===== src/rtl/map_store_ctrl_pkg.sv =====
// Shared types for the maze tile-map store: FSM states, cell codes, default geometry
// and the generator for the default maze layout held in ROM.
package map_store_ctrl_pkg;

  localparam int unsigned DEF_MAP_W  = 20;
  localparam int unsigned DEF_MAP_H  = 21;
  localparam int unsigned DEF_CELL_W = 3;
  localparam int unsigned DEF_XY_W   = 5;
  localparam int unsigned DEF_CNT_W  = 9;

  typedef enum logic [2:0] {
    CELL_EMPTY  = 3'd0,
    CELL_PELLET = 3'd1,
    CELL_WALL   = 3'd2,
    CELL_POWER  = 3'd3,
    CELL_DOOR   = 3'd4
  } cell_e;

  typedef enum logic [2:0] {
    ST_INIT    = 3'd0,
    ST_IDLE    = 3'd1,
    ST_RD_WAIT = 3'd2,
    ST_RD_OUT  = 3'd3,
    ST_WR_RD   = 3'd4,
    ST_WR_WAIT = 3'd5,
    ST_WR_WR   = 3'd6
  } state_e;

  // Default maze: walled border, pellet corridors on odd rows (last three columns hold
  // a power pellet between two empties), wall posts on odd columns of even rows.
  function automatic cell_e default_cell(int unsigned x, int unsigned y,
                                         int unsigned w, int unsigned h);
    if (x == 0 || y == 0 || x == w - 1 || y == h - 1) return CELL_WALL;
    if ((y % 2) == 1) begin
      if (x + 4 <= w - 1) return CELL_PELLET;
      if (x == w - 3) return CELL_POWER;
      return CELL_EMPTY;
    end
    return ((x % 2) == 1) ? CELL_WALL : CELL_EMPTY;
  endfunction

endpackage


===== src/rtl/map_store_ctrl_rom.sv =====
// Default maze ROM: constant contents from the package generator, one-cycle
// registered read so it maps onto a block ROM.
module map_default_rom
  import map_store_ctrl_pkg::*;
#(
  parameter int unsigned MAP_W  = DEF_MAP_W,
  parameter int unsigned MAP_H  = DEF_MAP_H,
  parameter int unsigned CELL_W = DEF_CELL_W,
  parameter int unsigned AW     = 9
) (
  input  logic              clk_i,
  input  logic [AW-1:0]     addr_i,
  output logic [CELL_W-1:0] data_o
);

  localparam int unsigned N = MAP_W * MAP_H;

  logic [CELL_W-1:0] rom_mem [N];
  logic [CELL_W-1:0] data_q;

  for (genvar gi = 0; gi < N; gi++) begin : g_cell
    assign rom_mem[gi] = CELL_W'(default_cell(unsigned'(gi) % MAP_W, unsigned'(gi) / MAP_W,
                                              MAP_W, MAP_H));
  end

  always_ff @(posedge clk_i) begin
    data_q <= rom_mem[addr_i];
  end

  assign data_o = data_q;

endmodule


===== src/rtl/map_store_ctrl.sv =====
// Tile-map store: map RAM restored from the default ROM, one read client and one
// read-modify-write client, plus a live pellet counter for level-clear detection.
module map_store_ctrl
  import map_store_ctrl_pkg::*;
#(
  parameter int unsigned       MAP_W       = DEF_MAP_W,
  parameter int unsigned       MAP_H       = DEF_MAP_H,
  parameter int unsigned       CELL_W      = DEF_CELL_W,
  parameter logic [CELL_W-1:0] PELLET_CODE = CELL_W'(CELL_PELLET),
  parameter int unsigned       XY_W        = DEF_XY_W,
  parameter int unsigned       CNT_W       = DEF_CNT_W
) (
  input  logic              clock_50,
  input  logic              reset_n,
  input  logic              init_req,
  output logic              busy,
  input  logic              rd_req,
  input  logic [XY_W-1:0]   rd_x,
  input  logic [XY_W-1:0]   rd_y,
  output logic              rd_valid,
  output logic [CELL_W-1:0] rd_data,
  input  logic              wr_req,
  input  logic [XY_W-1:0]   wr_x,
  input  logic [XY_W-1:0]   wr_y,
  input  logic [CELL_W-1:0] wr_data,
  output logic              wr_ack,
  output logic [CELL_W-1:0] wr_old,
  output logic              oob_err,
  output logic [CNT_W-1:0]  pellets_left
);

  localparam int unsigned       N       = MAP_W * MAP_H;
  localparam int unsigned       AW      = (N > 1) ? $clog2(N) : 1;
  localparam int unsigned       SW      = $clog2(N + 1);
  localparam logic [SW-1:0]     SWEEP_N = SW'(N);
  localparam logic [SW-1:0]     SWEEP_1 = SW'(1);
  localparam logic [CNT_W-1:0]  CNT_MAX = CNT_W'(N);
  localparam logic [CNT_W-1:0]  CNT_1   = CNT_W'(1);

  state_e            state_q, state_d;
  logic [SW-1:0]     sweep_q, sweep_d;
  logic [AW-1:0]     addr_q, addr_d;
  logic [CELL_W-1:0] wdata_q, wdata_d;
  logic              oob_q, oob_d;
  logic [CNT_W-1:0]  cnt_q, cnt_d;
  logic              rd_valid_q, rd_valid_d;
  logic [CELL_W-1:0] rd_data_q, rd_data_d;
  logic              wr_ack_q, wr_ack_d;
  logic [CELL_W-1:0] wr_old_q, wr_old_d;
  logic              oob_err_q, oob_err_d;

  logic [AW-1:0]     rom_addr;
  logic [CELL_W-1:0] rom_data;

  logic              ram_we, ram_re;
  logic [AW-1:0]     ram_addr;
  logic [CELL_W-1:0] ram_wdata;
  logic [CELL_W-1:0] ram_rd_q;
  logic [CELL_W-1:0] ram_mem [N];

  logic              rd_oob, wr_oob;
  logic [AW-1:0]     rd_addr, wr_addr;

  assign rd_oob  = (32'(rd_x) >= MAP_W) || (32'(rd_y) >= MAP_H);
  assign wr_oob  = (32'(wr_x) >= MAP_W) || (32'(wr_y) >= MAP_H);
  assign rd_addr = AW'(32'(rd_y) * MAP_W + 32'(rd_x));
  assign wr_addr = AW'(32'(wr_y) * MAP_W + 32'(wr_x));

  map_default_rom #(
    .MAP_W (MAP_W),
    .MAP_H (MAP_H),
    .CELL_W(CELL_W),
    .AW    (AW)
  ) u_rom (
    .clk_i (clock_50),
    .addr_i(rom_addr),
    .data_o(rom_data)
  );

  // Single-port map RAM; the read register only loads when a read is issued so the
  // old value survives the wait state of a read-modify-write.
  always_ff @(posedge clock_50) begin
    if (ram_we) ram_mem[ram_addr] <= ram_wdata;
    if (ram_re) ram_rd_q <= ram_mem[ram_addr];
  end

  always_comb begin
    state_d    = state_q;
    sweep_d    = sweep_q;
    addr_d     = addr_q;
    wdata_d    = wdata_q;
    oob_d      = oob_q;
    cnt_d      = cnt_q;
    rd_valid_d = 1'b0;
    rd_data_d  = rd_data_q;
    wr_ack_d   = 1'b0;
    wr_old_d   = wr_old_q;
    oob_err_d  = 1'b0;
    ram_we     = 1'b0;
    ram_re     = 1'b0;
    ram_addr   = addr_q;
    ram_wdata  = wdata_q;
    rom_addr   = '0;

    unique case (state_q)
      // Sweep step s fetches ROM[s] and writes the ROM word fetched at step s-1.
      ST_INIT: begin
        if (sweep_q < SWEEP_N) rom_addr = AW'(sweep_q);
        if (sweep_q != '0) begin
          ram_we    = 1'b1;
          ram_addr  = AW'(sweep_q - SWEEP_1);
          ram_wdata = rom_data;
          if (rom_data == PELLET_CODE && cnt_q != CNT_MAX) cnt_d = cnt_q + CNT_1;
        end
        if (sweep_q == SWEEP_N) state_d = ST_IDLE;
        else                    sweep_d = sweep_q + SWEEP_1;
      end
      ST_IDLE: begin
        if (init_req) begin
          state_d = ST_INIT;
          sweep_d = '0;
          cnt_d   = '0;
        end else if (!(rd_valid_q || wr_ack_q)) begin
          // The completion cycle never accepts, so a still-held request is not re-run.
          if (wr_req) begin
            state_d = ST_WR_RD;
            addr_d  = wr_addr;
            wdata_d = wr_data;
            oob_d   = wr_oob;
          end else if (rd_req) begin
            state_d = ST_RD_WAIT;
            addr_d  = rd_addr;
            oob_d   = rd_oob;
          end
        end
      end
      ST_RD_WAIT: begin
        ram_re  = !oob_q;
        state_d = ST_RD_OUT;
      end
      ST_RD_OUT: begin
        state_d    = ST_IDLE;
        rd_valid_d = 1'b1;
        oob_err_d  = oob_q;
        rd_data_d  = oob_q ? '0 : ram_rd_q;
      end
      ST_WR_RD: begin
        ram_re  = !oob_q;
        state_d = ST_WR_WAIT;
      end
      ST_WR_WAIT: begin
        state_d = ST_WR_WR;
      end
      ST_WR_WR: begin
        state_d   = ST_IDLE;
        wr_ack_d  = 1'b1;
        oob_err_d = oob_q;
        wr_old_d  = oob_q ? '0 : ram_rd_q;
        if (!oob_q) begin
          ram_we = 1'b1;
          if (ram_rd_q == PELLET_CODE && wdata_q != PELLET_CODE && cnt_q != '0)
            cnt_d = cnt_q - CNT_1;
          else if (ram_rd_q != PELLET_CODE && wdata_q == PELLET_CODE && cnt_q != CNT_MAX)
            cnt_d = cnt_q + CNT_1;
        end
      end
      default: begin
        state_d = ST_INIT;
        sweep_d = '0;
        cnt_d   = '0;
      end
    endcase
  end

  always_ff @(posedge clock_50 or negedge reset_n) begin
    if (!reset_n) begin
      state_q    <= ST_INIT;
      sweep_q    <= '0;
      addr_q     <= '0;
      wdata_q    <= '0;
      oob_q      <= 1'b0;
      cnt_q      <= '0;
      rd_valid_q <= 1'b0;
      rd_data_q  <= '0;
      wr_ack_q   <= 1'b0;
      wr_old_q   <= '0;
      oob_err_q  <= 1'b0;
    end else begin
      state_q    <= state_d;
      sweep_q    <= sweep_d;
      addr_q     <= addr_d;
      wdata_q    <= wdata_d;
      oob_q      <= oob_d;
      cnt_q      <= cnt_d;
      rd_valid_q <= rd_valid_d;
      rd_data_q  <= rd_data_d;
      wr_ack_q   <= wr_ack_d;
      wr_old_q   <= wr_old_d;
      oob_err_q  <= oob_err_d;
    end
  end

  assign busy         = (state_q == ST_INIT);
  assign rd_valid     = rd_valid_q;
  assign rd_data      = rd_data_q;
  assign wr_ack       = wr_ack_q;
  assign wr_old       = wr_old_q;
  assign oob_err      = oob_err_q;
  assign pellets_left = cnt_q;

endmodule


===== config.mk =====
export PLATFORM = sky130hd
export DESIGN_NAME = map_store_ctrl
export DESIGN_NICKNAME = d
export VERILOG_FILES = /design/src/rtl/map_store_ctrl_pkg.sv /design/src/rtl/map_store_ctrl_rom.sv /design/src/rtl/map_store_ctrl.sv
export SDC_FILE = /design/constraint.sdc
export NUM_CORES = 2
export LEC_CHECK = 0
export CORE_MARGIN = 10
export CORE_UTILIZATION = 60
export CTS_BUF_LIST = sky130_fd_sc_hd__clkbuf_8
export DETAILED_ROUTE_END_ITERATION = 12
export GPL_ROUTABILITY_DRIVEN = 0
export PLACE_DENSITY = 0.76
export SLEW_MARGIN = 25
export SYNTH_ARGS = -nofsm -noshare
export SYNTH_HDL_FRONTEND = slang
export SYNTH_HIERARCHICAL = 1
export SYNTH_SLANG_ARGS = --single-unit

===== constraint.sdc =====
create_clock -name clock_50 -period 34.7 [get_ports clock_50]
set_clock_uncertainty 0.05 [all_clocks]
set_input_delay 3.47 -clock clock_50 [delete_from_list [all_inputs] [get_ports clock_50]]
set_output_delay 3.47 -clock clock_50 [all_outputs]
set_load 0.1 [all_outputs]

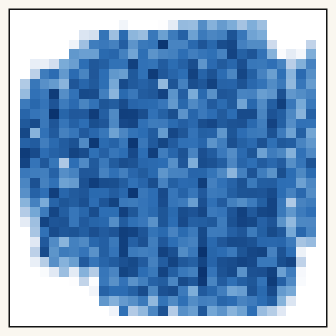
(local utilization)
32 x 32 tiles, from white (low) to dark blue (high), 0 to 100% covered.
nearly empty tiles: 21%
mean over tiles: 56%
emptiest ninth of the die: south-west

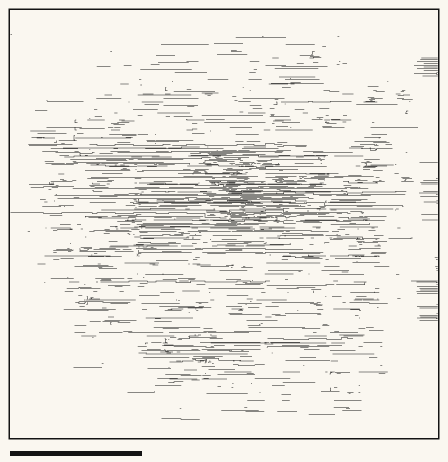
(M3 wires)
The bar under the picture is 100 um long.
longest straight run: 207 um
main direction: horizontal
wire length on this layer: 16300 um
nets with wire on the layer: 530
share of all routed wire: 11%

[critical path, delay by kind of cell, from the launching register on]
family                 cells  cell delay, ns
buffers and inverters      2            1.46
AND/OR/NAND/NOR            1            0.72
flip-flops                 1            0.49
[path summary, 6_finish.rpt]
| path | depth (start not counted) | slack [ns] | endpoint | from |
|---|---|---|---|---|
| max reg2reg | 14 | 27.87 | ram_rd_q[1] | sweep_q[0] |
| min reg2reg | 2 | 0.43 | rd_data[2] | rd_data[2] |
| max | 3 | 27.62 | busy | state_q[2] |
| min in group asynchronous | 1 | 2.55 | addr_q[7] | reset_n |
| max in group asynchronous | 1 | 31.61 | pellets_left[5] | reset_n |
| min | 2 | 0.43 | rd_data[2] | rd_data[2] |
[power by group through the flow]
stage | Sequential (mW) | Combinational (mW) | Clock [mW]
final | 2.12 | 2.16 | 1.16
after global routing | 2.12 | 2.29 | 1.24
after CTS | 2.12 | 2.11 | 1.17
after detailed placement | 2.15 | 2.10 | 0
after global placement | 2.15 | 2.07 | 0
after floorplan | 2.41 | 1.30 | 0
[cell usage in the layout (no fill, tap or decap), types with 10 or more instances in the layout]
cell type,synthesis,layout
edfxtp_1,1263,1263
nand2_1,1054,1044
nor2_1,483,482
nand3_1,451,451
clkbuf_8,0,206
mux2i_1,119,115
a21oi_1,107,105
inv_1,33,100
nand4_1,96,96
a31oi_1,86,86
buf_4,8,70
o21ai_0,66,65
clkinv_1,0,57
clkdlybuf4s50_1,0,45
a22oi_1,44,43
dfrtp_1,43,43
a211oi_1,28,28
a32oi_1,24,24
ha_1,24,24
mux4_2,23,23
clkinv_2,0,17
nor3_1,24,15
and2_1,15,15
and3_1,14,14
xnor2_1,12,12
o211ai_1,11,11
nand2b_1,10,10
==> results.tsv <==
stage	metric	value	unit
pwr	Reg power frac	38.9	%
yosys	cells after synthesis	4506	
routing	DRT antenna net count	0	
job	MaxCap Viol Count	0	
clocking	CTS tree	built	
yosys	Logic family by area	simple AND/OR/NAND/NOR gates	
sta	hold_ws	0.425	ns
layout	fill count	6529	
routing	met1 WL	54000	um
yosys	adder share	0.688	%
pwr	Pint	3.17	mW
yosys	Top-area cell share	68.6	%
yosys	cell with the most instances after synthesis	edfxtp_1	
layout	synth-to-layout area growth	9.14	%
yosys	XORs/XNORs by Area	0.333	%
placement	Cells after DPL	5506	
yosys	Unique cell types	77	
yosys	yosys warns	6	
placement	pre-CTS setup slack	27.87	ns
routing	metal2 WL	69800	um
layout	flop share of the area	64.7	%
die	Die Y	324	um
die	die width	324	um
layout	Flop Count	1308	
clocking	H-tree Lvls	4	
yosys	Post-synth top cells	1263 x edfxtp_1, 1054 x nand2_1, 483 x nor2_1	
clocking	postcts setup bufs	0	
setup_path	Critical Path Start Type	flip-flop	
global_routing	Top Usage Layer GRT	met2	
setup_path	Worst setup EP type	primary output	
layout	fin util	66.0	%
clocking	number of gates resized after cts	0	
yosys	synthesized area	0.0553	mm2
setup_path	Crit-path slowest cell	clkdlybuf4s50_1	
global_routing	vias in the first global route	36200	
layout	Inverters	33	
yosys	Syn Area/Cell	12.3	um2
pwr	Tot Pwr	5.44	mW
setup_path	CP max stage delay	1.19	ns
sta	post-layout minimum cycle time	7.08	ns
yosys	Async S/R FF share, synth	3.29	%
setup_path	CP cell instances	or3_1, inv_1, clkdlybuf4s50_1	
sta	Final Max Tran Viols	0	
setup_path	Setup CP Type	flip-flop to primary output	
layout	antenna diode count	5	
layout	Storage cell area	0.0390	mm2
yosys	Main synth FF type	edfxtp_1	
layout	NonClk Buf Share	1.83	%
layout	design area	0.0604	mm2
clocking	Post-CTS Hold Fix Bufs	0	
global_routing	initial antenna violation count	4	
global_routing	gr usage total	27.5	%
global_routing	gr ovfl total	0	
die	tap cells	1186	
die	Die ar.	0.105	mm2
clocking	clock-pin slew on the worst setup and hold paths	0.07	ns
yosys	Seq/Total Area, Yosys	70.6	%
global_routing	first-pass GRT wire length	218000	um
die	core area	0.0915	mm2
yosys	ys flops	1308	
status	status	complete, no violations	
sta	Tightest Pin Transition	1.13	ns
layout	share of layout cells above drive strength 1	8.35	%
sta	Max-slew headroom	24.5	%
routing	DR pass1 iterations	7	
routing	DRT iter0 DRCs	5257	
clocking	CTS buffer count	199	
setup_path	crit path DRT	31.18	ns
routing	via count	37700	
global_routing	met2 usage	44.4	%
global_routing	GRT met3 Usage	6.65	%
layout	ClkCell Share	5.97	%
job	tool warning count	49	
die	cell row count	111	
sta	Final TNS setup	0	ns
pwr	Pleak	20.6	nW
clocking	CTS Sinks	1308	
routing	average routed wire per standard cell	24.9	um
layout	Cell Count, Final, Fillers Out	5874	
routing	met3 routed WL	16300	um
pwr	Sw Pwr	2.27	mW
sta	fmax	141	MHz
clocking	Max clock buf depth	3	
pwr	Comb pwr share	39.8	%
routing	Residual DRC	0	
layout	number of logic gates	2858	
pwr	clock share of power	21.3	%
yosys	Floorplan Nets	4562	
yosys	Yosys Chip Area	0.0553	mm2
sta	Final setup viols	0	
layout	logic area	0.0150	mm2
layout	nets	4578	
sta	Final Hold Violating Endpoints	0	
yosys	cell type with the largest total area	edfxtp_1	
layout	layout clock buffer count	206	
clocking	Clock Tree Root	clkbuf_8	
placement	Cell Area, Placed	0.0567	mm2
sta	Final period util	20.4	%
pwr	Sw Ratio	41.7	%
yosys	Compound Share, Synth	5.54	%
sta	RSZ-0062 raised after global routing	no	
routing	drt via density	6.41	
die	io pins	47	
min_path	worst hold path type	flip-flop to flip-flop	
placement	I/O Buffers	46	
yosys	yosys stat cell total	4506	
yosys	MUX area fraction	3.20	%
layout	max reg flops	1260	
yosys	biggest area cells	edfxtp_1 69%, nand2_1 7.2%, nand3_1 4.1%	
pwr	Max IR drop VDD	0.112	mV
yosys	yosys simple share	17.0	%
setup_path	CP max FO	20	
global_routing	largest net degree at the start of global routing	236	
die	Core Density at Floorplan	60.4	%
placement	HPWL after detailed placement	85700	um
pwr	PwrDens	90.2	mW/mm2
routing	DR top layer	met4	
Power and IR drop assume default switching activity.
